Fig. 1: run 1, placement by cell class
Fill, decap, tap and diode cells in gray.
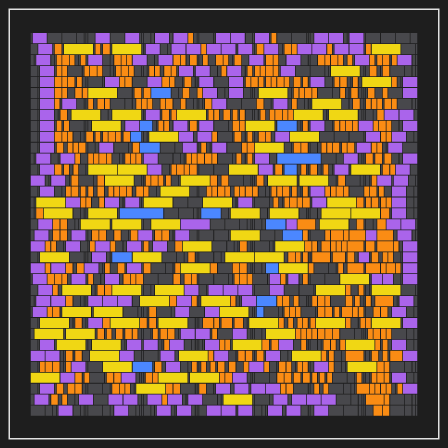
Fig. 2: run 1, close-up of the layout
The bar under the picture is 20 µm long. Region (2, 2) to (52, 52) µm. Cells in gray, sequential cells in the stronger gray; small squares are vias.
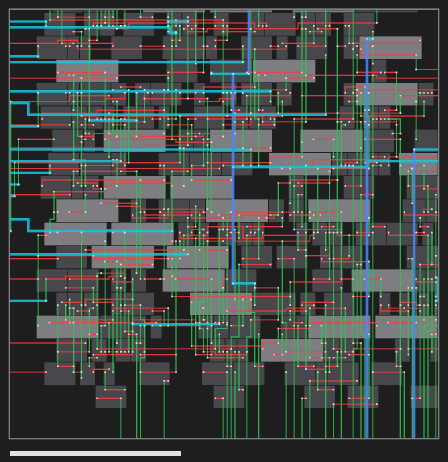
Fig. 3: run 1, placement view
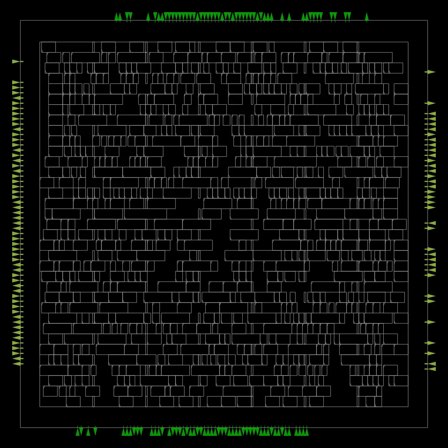
`src/rtl/dcache_port_arbiter.sv`:
```
// dcache_port_arbiter: shares the single D-cache request port between issued loads and retiring stores
//
// One registered request stage feeds the cache. Stores win ties unless a waiting load has
// lost STARVE_LIMIT times in a row. Outstanding MSHRs are counted and a registered stall is
// returned to the load issue buffer. Branch mispredicts squash staged or incoming loads.
//
// Ports:
//   clock, reset                      clock; synchronous active-high reset
//   ld_valid_i/addr/tag/bmask         load request from the load issue buffer
//   ld_ready_o                        load accepted this cycle
//   st_valid_i/addr/data/size         retiring store request
//   st_ready_o                        store accepted this cycle
//   clean_brat_en/num                 mispredict: squash loads carrying mask bit num
//   clean_bit_en/num                  correct predict: clear mask bit num
//   port_req_o, port_is_st_o          request stage valid / kind toward the D-cache
//   port_addr/data/size/tag_o         request stage payload
//   port_rdy_i                        cache takes the stage this cycle
//   mshr_alloc_i, mshr_free_i         MSHR allocate / release events
//   mshr_cnt_o, mshr_stall_o          outstanding MSHRs / registered load stall
//   perf_ld_stall_o, perf_starve_o    only with DCACHE_ARB_PERF_EN: stalled-load cycles,
//                                     forced load grants
//
// Build option: define DCACHE_ARB_PERF_EN to add the two performance counters.
module dcache_port_arbiter #(
    parameter int MSHR_DEPTH   = 4,
    parameter int STARVE_LIMIT = 8,
    parameter int TAG_W        = 4,
    parameter int BMASK_W      = 4
) (
    input  logic                            clock,
    input  logic                            reset,
    input  logic                            ld_valid_i,
    input  logic [31:0]                     ld_addr_i,
    input  logic [TAG_W-1:0]                ld_tag_i,
    input  logic [BMASK_W-1:0]              ld_bmask_i,
    output logic                            ld_ready_o,
    input  logic                            st_valid_i,
    input  logic [31:0]                     st_addr_i,
    input  logic [31:0]                     st_data_i,
    input  logic [1:0]                      st_size_i,
    output logic                            st_ready_o,
    input  logic                            clean_brat_en,
    input  logic [$clog2(BMASK_W)-1:0]      clean_brat_num,
    input  logic                            clean_bit_en,
    input  logic [$clog2(BMASK_W)-1:0]      clean_bit_num,
    output logic                            port_req_o,
    output logic                            port_is_st_o,
    output logic [31:0]                     port_addr_o,
    output logic [31:0]                     port_data_o,
    output logic [1:0]                      port_size_o,
    output logic [TAG_W-1:0]                port_tag_o,
    input  logic                            port_rdy_i,
    input  logic                            mshr_alloc_i,
    input  logic                            mshr_free_i,
    output logic [$clog2(MSHR_DEPTH+1)-1:0] mshr_cnt_o,
    output logic                            mshr_stall_o
`ifdef DCACHE_ARB_PERF_EN
    ,
    output logic [31:0]                     perf_ld_stall_o,
    output logic [31:0]                     perf_starve_o
`endif
);
    localparam int CNT_W = $clog2(MSHR_DEPTH + 1);
    localparam int SV_W  = $clog2(STARVE_LIMIT + 1);
    localparam logic [CNT_W-1:0] DEPTH_C = CNT_W'(MSHR_DEPTH);
    localparam logic [SV_W-1:0]  LIMIT_C = SV_W'(STARVE_LIMIT);

    logic [BMASK_W-1:0] bmask, clr_mask;
    logic [SV_W-1:0]    starve;
    logic [CNT_W-1:0]   cnt_next;
    logic stage_free, ld_elig, forced, grant_st, grant_ld, ld_drop, squash, next_valid, next_ld;

    always_comb begin
        stage_free = !port_req_o | port_rdy_i;
        ld_elig    = ld_valid_i & !mshr_stall_o;
        forced     = starve == LIMIT_C;
        grant_st   = !reset & stage_free & st_valid_i & !(ld_elig & forced);
        grant_ld   = !reset & stage_free & ld_elig & (!st_valid_i | forced);
        clr_mask   = clean_bit_en ? BMASK_W'(1) << clean_bit_num : '0;
        // A mispredicted incoming load is handshaken (ready) but never staged.
        ld_drop    = clean_brat_en & ld_bmask_i[clean_brat_num];
        // A staged load is only recalled if the cache is not taking it this cycle.
        squash     = clean_brat_en & port_req_o & !port_is_st_o & bmask[clean_brat_num] & !port_rdy_i;
        next_valid = grant_st | (grant_ld & !ld_drop) | (!stage_free & !squash);
        next_ld    = (grant_ld & !ld_drop) | (!stage_free & !squash & !port_is_st_o);
        cnt_next   = (mshr_alloc_i & !mshr_free_i & (mshr_cnt_o != DEPTH_C)) ? mshr_cnt_o + CNT_W'(1) :
                     (mshr_free_i & !mshr_alloc_i & (mshr_cnt_o != '0))    ? mshr_cnt_o - CNT_W'(1) :
                     mshr_cnt_o;
    end

    assign ld_ready_o = grant_ld;
    assign st_ready_o = grant_st;

    always_ff @(posedge clock) begin
        if (reset) begin
            port_req_o   <= 1'b0;
            port_is_st_o <= 1'b0;
            port_addr_o  <= '0;
            port_data_o  <= '0;
            port_size_o  <= '0;
            port_tag_o   <= '0;
            bmask        <= '0;
            starve       <= '0;
            mshr_cnt_o   <= '0;
            mshr_stall_o <= 1'b0;
        end else begin
            port_req_o <= next_valid;
            if (grant_st) begin
                port_is_st_o <= 1'b1;
                port_addr_o  <= st_addr_i;
                port_data_o  <= st_data_i;
                port_size_o  <= st_size_i;
                port_tag_o   <= '0;
                bmask        <= '0;
            end else if (grant_ld & !ld_drop) begin
                port_is_st_o <= 1'b0;
                port_addr_o  <= ld_addr_i;
                port_data_o  <= '0;
                port_size_o  <= 2'd2;
                port_tag_o   <= ld_tag_i;
                bmask        <= ld_bmask_i & ~clr_mask;
            end else begin
                bmask <= bmask & ~clr_mask;
            end
            // A store can only beat an eligible load below the limit, so the increment saturates.
            if (stage_free)
                starve <= (ld_elig & grant_st) ? starve + SV_W'(1) : '0;
            mshr_cnt_o   <= cnt_next;
            mshr_stall_o <= ({1'b0, cnt_next} + {{CNT_W{1'b0}}, next_ld}) >= {1'b0, DEPTH_C};
        end
    end

`ifdef DCACHE_ARB_PERF_EN
    always_ff @(posedge clock) begin
        if (reset) begin
            perf_ld_stall_o <= '0;
            perf_starve_o   <= '0;
        end else begin
            if (ld_valid_i & mshr_stall_o)
                perf_ld_stall_o <= perf_ld_stall_o + 32'd1;
            if (grant_ld & forced & st_valid_i)
                perf_starve_o <= perf_starve_o + 32'd1;
        end
    end
`endif
endmodule

```
`config.mk`:
```
export PLATFORM = sky130hd
export DESIGN_NAME = dcache_port_arbiter
export DESIGN_NICKNAME = d
export VERILOG_FILES = /design/src/rtl/dcache_port_arbiter.sv
export SDC_FILE = /design/constraint.sdc
export NUM_CORES = 1
export LEC_CHECK = 0
export ABC_AREA = 1
export CAP_MARGIN = 20
export CORE_MARGIN = 5
export CORE_UTILIZATION = 45
export DETAILED_ROUTE_END_ITERATION = 12
export GPL_ROUTABILITY_DRIVEN = 0
export MAX_ROUTING_LAYER = met4
export PLACE_DENSITY_LB_ADDON = 0.05
export SETUP_SLACK_MARGIN = 0.1
export SLEW_MARGIN = 20
export SYNTH_ARGS = -nofsm -noshare
export SYNTH_HDL_FRONTEND = slang
export SYNTH_SLANG_ARGS = --single-unit
```
`constraint.sdc`:
```
create_clock -name clock -period 4.75 [get_ports clock]
set_input_delay 1.425 -clock clock [delete_from_list [all_inputs] [get_ports clock]]
set_output_delay 1.425 -clock clock [all_outputs]
set_load 0.01 [all_outputs]
```
==> flow_summary.json, run 1 <==
{
  "min_period_over_period_pct": 91.5,
  "swShare_pct": 27.7,
  "powerSeq_uw": 775,
  "lay_top_cells": "196 x clkdlybuf4s50_1, 170 x nand2_1, 118 x nand3_1",
  "layout-drive-gt1-share_pct": 4.87,
  "dpl.hpwl_mm": 9.03,
  "final-clk-cell-share_pct": 3.52,
  "maxPowerGroup": "registers",
  "antenna_left": 0,
  "cp.arrival_ps": 2920,
  "ys_area_um2": 4170,
  "viasPerCell": 4.94,
  "pre_cts_slack_ps": 400,
  "grt_max_degree": 82,
  "min_to": "port_tag_o[2]",
  "holdCritPathClass": "flop to flop",
  "internal-power_mw": 1.28,
  "n_clock_buffer": 9,
  "timing.hold.ws_ps": 475,
  "pg_comb_uw": 423,
  "lay_top_count": "clkdlybuf4s50_1",
  "ys_ff": 84,
  "maxSlewHeadroom_pct": 50.2,
  "vias": 4507,
  "mux_share_pct": 0,
  "clock-sinks": 84,
  "inv_count": 59,
  "rsz0062_at_grt": "false",
  "grt_most_used_layer": "met2",
  "finalHoldViolCount": 0,
  "worstRegToRegCells": 12,
  "h-tree-depth": 3,
  "dieArea_um2": 11300,
  "status": "completed",
  "wl_per_cell_um": 13.5,
  "synth_compound_gate_area_share_pct": 9.24,
  "largest_cell_class": "non-clock buffers",
  "synth_top_cell_by_area": "dfxtp_1"
}
Back to the opening pictures, Fig. 1:
class	color	cells
remaining logic cells	orange	497
clock drivers and dummy loads	blue	16
sequential cells	yellow	84
remaining buffers and delay cells	purple	204

Back to the opening pictures, Fig. 2:
layer	color
M2	green
M3	cyan
M1	red
M4	blue
cells with their middle in the window	172
sequential cells in the window	25
most frequent	clkdlybuf4s50_1 (58), nand2_1 (29), nand3_1 (27)
netlist names of flops here include	`port_data_o` (21), `port_tag_o` (3)

Back to the opening pictures, Fig. 3:
num tapcells: 111
FP Rows: 35
fin cells: 912
fill cell count: 813
Seq area share: 26.6%

## Run 2: what changed since run 1
--- a/config.mk
+++ b/config.mk
@@ -18,3 +18,4 @@
 export SYNTH_ARGS = -nofsm -noshare
 export SYNTH_HDL_FRONTEND = slang
 export SYNTH_SLANG_ARGS = --single-unit
+export TNS_END_PERCENT = 1
Fig. 4: run 2, signal metal coverage by tile
The bar under the picture is 20 µm long. The die is cut into 21 by 21 equal tiles; black is low, pale yellow is high, scaled to the fullest tile. Values are wire area over tile area, all layers added.
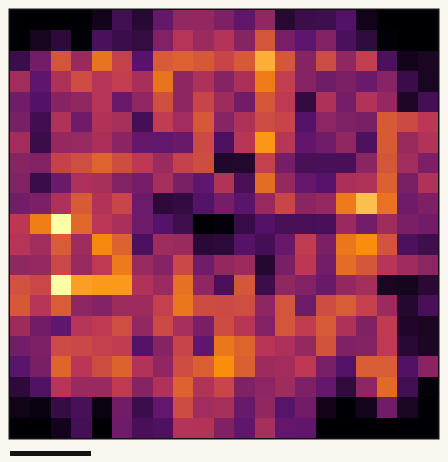
fullest tile	0.49
mean over tiles	0.18
tiles over half the peak	26%
nearly empty tiles	5.9%
WL/cell: 13.5 µm
Total GRT Usage: 22.2%
Vias: 4507
final WL: 12.3 mm

Fig. 5: run 2, placement by cell class
Fill, decap, tap and diode cells in gray.
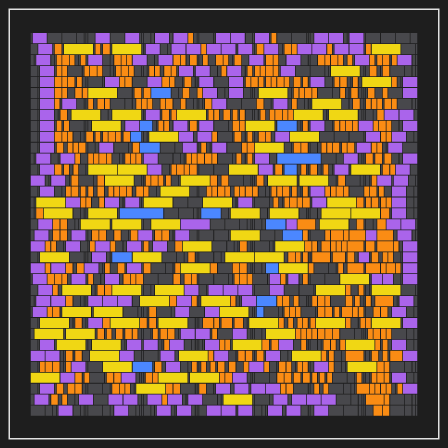
class	color	cells
clock drivers and dummy loads	blue	16
sequential cells	yellow	84
remaining buffers and delay cells	purple	204
remaining logic cells	orange	497
Final Util: 69.1%
Core Area: 9150 µm²

==> flow_summary.json, run 2 <==
{
  "finalHoldViolCount": 0,
  "pre_cts_slack_ps": 400,
  "seq_share_pct": 26.6,
  "antenna_left": 0,
  "largest_cell_class": "non-clock buffers",
  "lay_top_cells": "196 x clkdlybuf4s50_1, 170 x nand2_1, 118 x nand3_1",
  "final-clk-cell-share_pct": 3.52,
  "top_cells_by_count": "170 x nand2_1, 118 x nand3_1, 84 x dfxtp_1",
  "h-tree-depth": 3,
  "grt_max_degree": 82,
  "status": "completed",
  "synth_top_cell_by_area": "dfxtp_1",
  "finalNonFillerCells": 912,
  "grt_most_used_layer": "met2",
  "pg_comb_uw": 423,
  "viasPerCell": 4.94,
  "tap_cells": 111,
  "synth_compound_gate_area_share_pct": 9.24,
  "ys_area_um2": 4170,
  "n_fill_cell": 813,
  "rsz0062_at_grt": "false",
  "comb_area_um2": 2020,
  "internal-power_mw": 1.28,
  "clock-sinks": 84,
  "ys_ff": 84,
  "final_design_area_no_fill_um2": 6320,
  "holdCritPathClass": "flop to flop",
  "mux_share_pct": 0,
  "swShare_pct": 27.7,
  "dpl.hpwl_mm": 9.03,
  "min_to": "port_tag_o[2]",
  "first_global_vias": 4255,
  "maxSlewHeadroom_pct": 50.2,
  "dieArea_um2": 11300,
  "layout-drive-gt1-share_pct": 4.87,
  "insertion_delay_ps": 360,
  "logic_gates": 438,
  "min_period_over_period_pct": 91.5,
  "timing.hold.ws_ps": 475,
  "powerSeq_uw": 775,
  "maxPowerGroup": "registers",
  "cp.arrival_ps": 2920,
  "inv_count": 59,
  "worst_pin_slew_ps": 747,
  "worstRegToRegCells": 12,
  "rows": 35
}
## Run 3: what changed since run 2
--- a/config.mk
+++ b/config.mk
@@ -9,6 +9,7 @@
 export CAP_MARGIN = 20
 export CORE_MARGIN = 5
 export CORE_UTILIZATION = 45
+export CTS_CLUSTER_DIAMETER = 80
 export DETAILED_ROUTE_END_ITERATION = 12
 export GPL_ROUTABILITY_DRIVEN = 0
 export MAX_ROUTING_LAYER = met4
Fig. 6: run 3, placement view
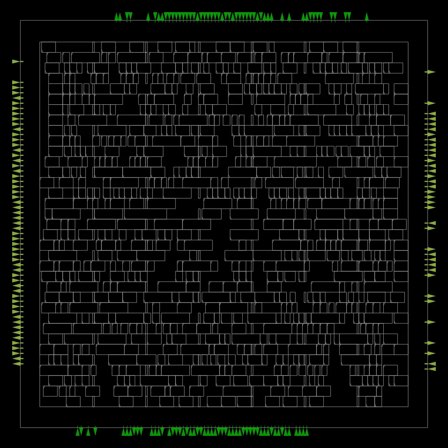
seq_cells: 84

Fig. 7: run 3, signal metal coverage by tile
The bar under the picture is 20 µm long. The die is cut into 21 by 21 equal tiles; black is low, pale yellow is high, scaled to the fullest tile. Values are wire area over tile area, all layers added.
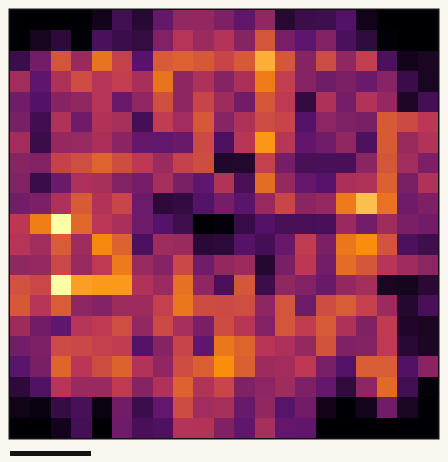
nearly empty tiles	5.9%
mean over tiles	0.18
tiles over half the peak	26%
fullest tile	0.49

==> flow_summary.json, run 3 <==
{
  "status": "completed",
  "synth_compound_gate_area_share_pct": 9.24,
  "viasPerCell": 4.94,
  "logic_gates": 438,
  "maxPowerGroup": "registers",
  "holdCritPathClass": "flop to flop",
  "wl_mm": 12.3,
  "pre_cts_slack_ps": 400,
  "rsz0062_at_grt": "false",
  "worst_pin_slew_ps": 747,
  "worstRegToRegCells": 12,
  "lay_top_count": "clkdlybuf4s50_1",
  "gr-usage-all-layers_pct": 22.2,
  "wl_per_cell_um": 13.5,
  "synth_top_cell_by_area": "dfxtp_1",
  "dieArea_um2": 11300,
  "swShare_pct": 27.7,
  "insertion_delay_ps": 360,
  "seq_share_pct": 26.6,
  "final-clk-cell-share_pct": 3.52,
  "internal-power_mw": 1.28,
  "first_global_vias": 4255,
  "tap_cells": 111,
  "largest_cell_class": "non-clock buffers",
  "comb_area_um2": 2020,
  "clock-sinks": 84,
  "fin_util_pct": 69.1,
  "top_cells_by_count": "170 x nand2_1, 118 x nand3_1, 84 x dfxtp_1",
  "ys_area_um2": 4170,
  "n_clock_buffer": 9,
  "maxSlewHeadroom_pct": 50.2,
  "lay_top_cells": "196 x clkdlybuf4s50_1, 170 x nand2_1, 118 x nand3_1",
  "final_design_area_no_fill_um2": 6320,
  "timing.hold.ws_ps": 475
}
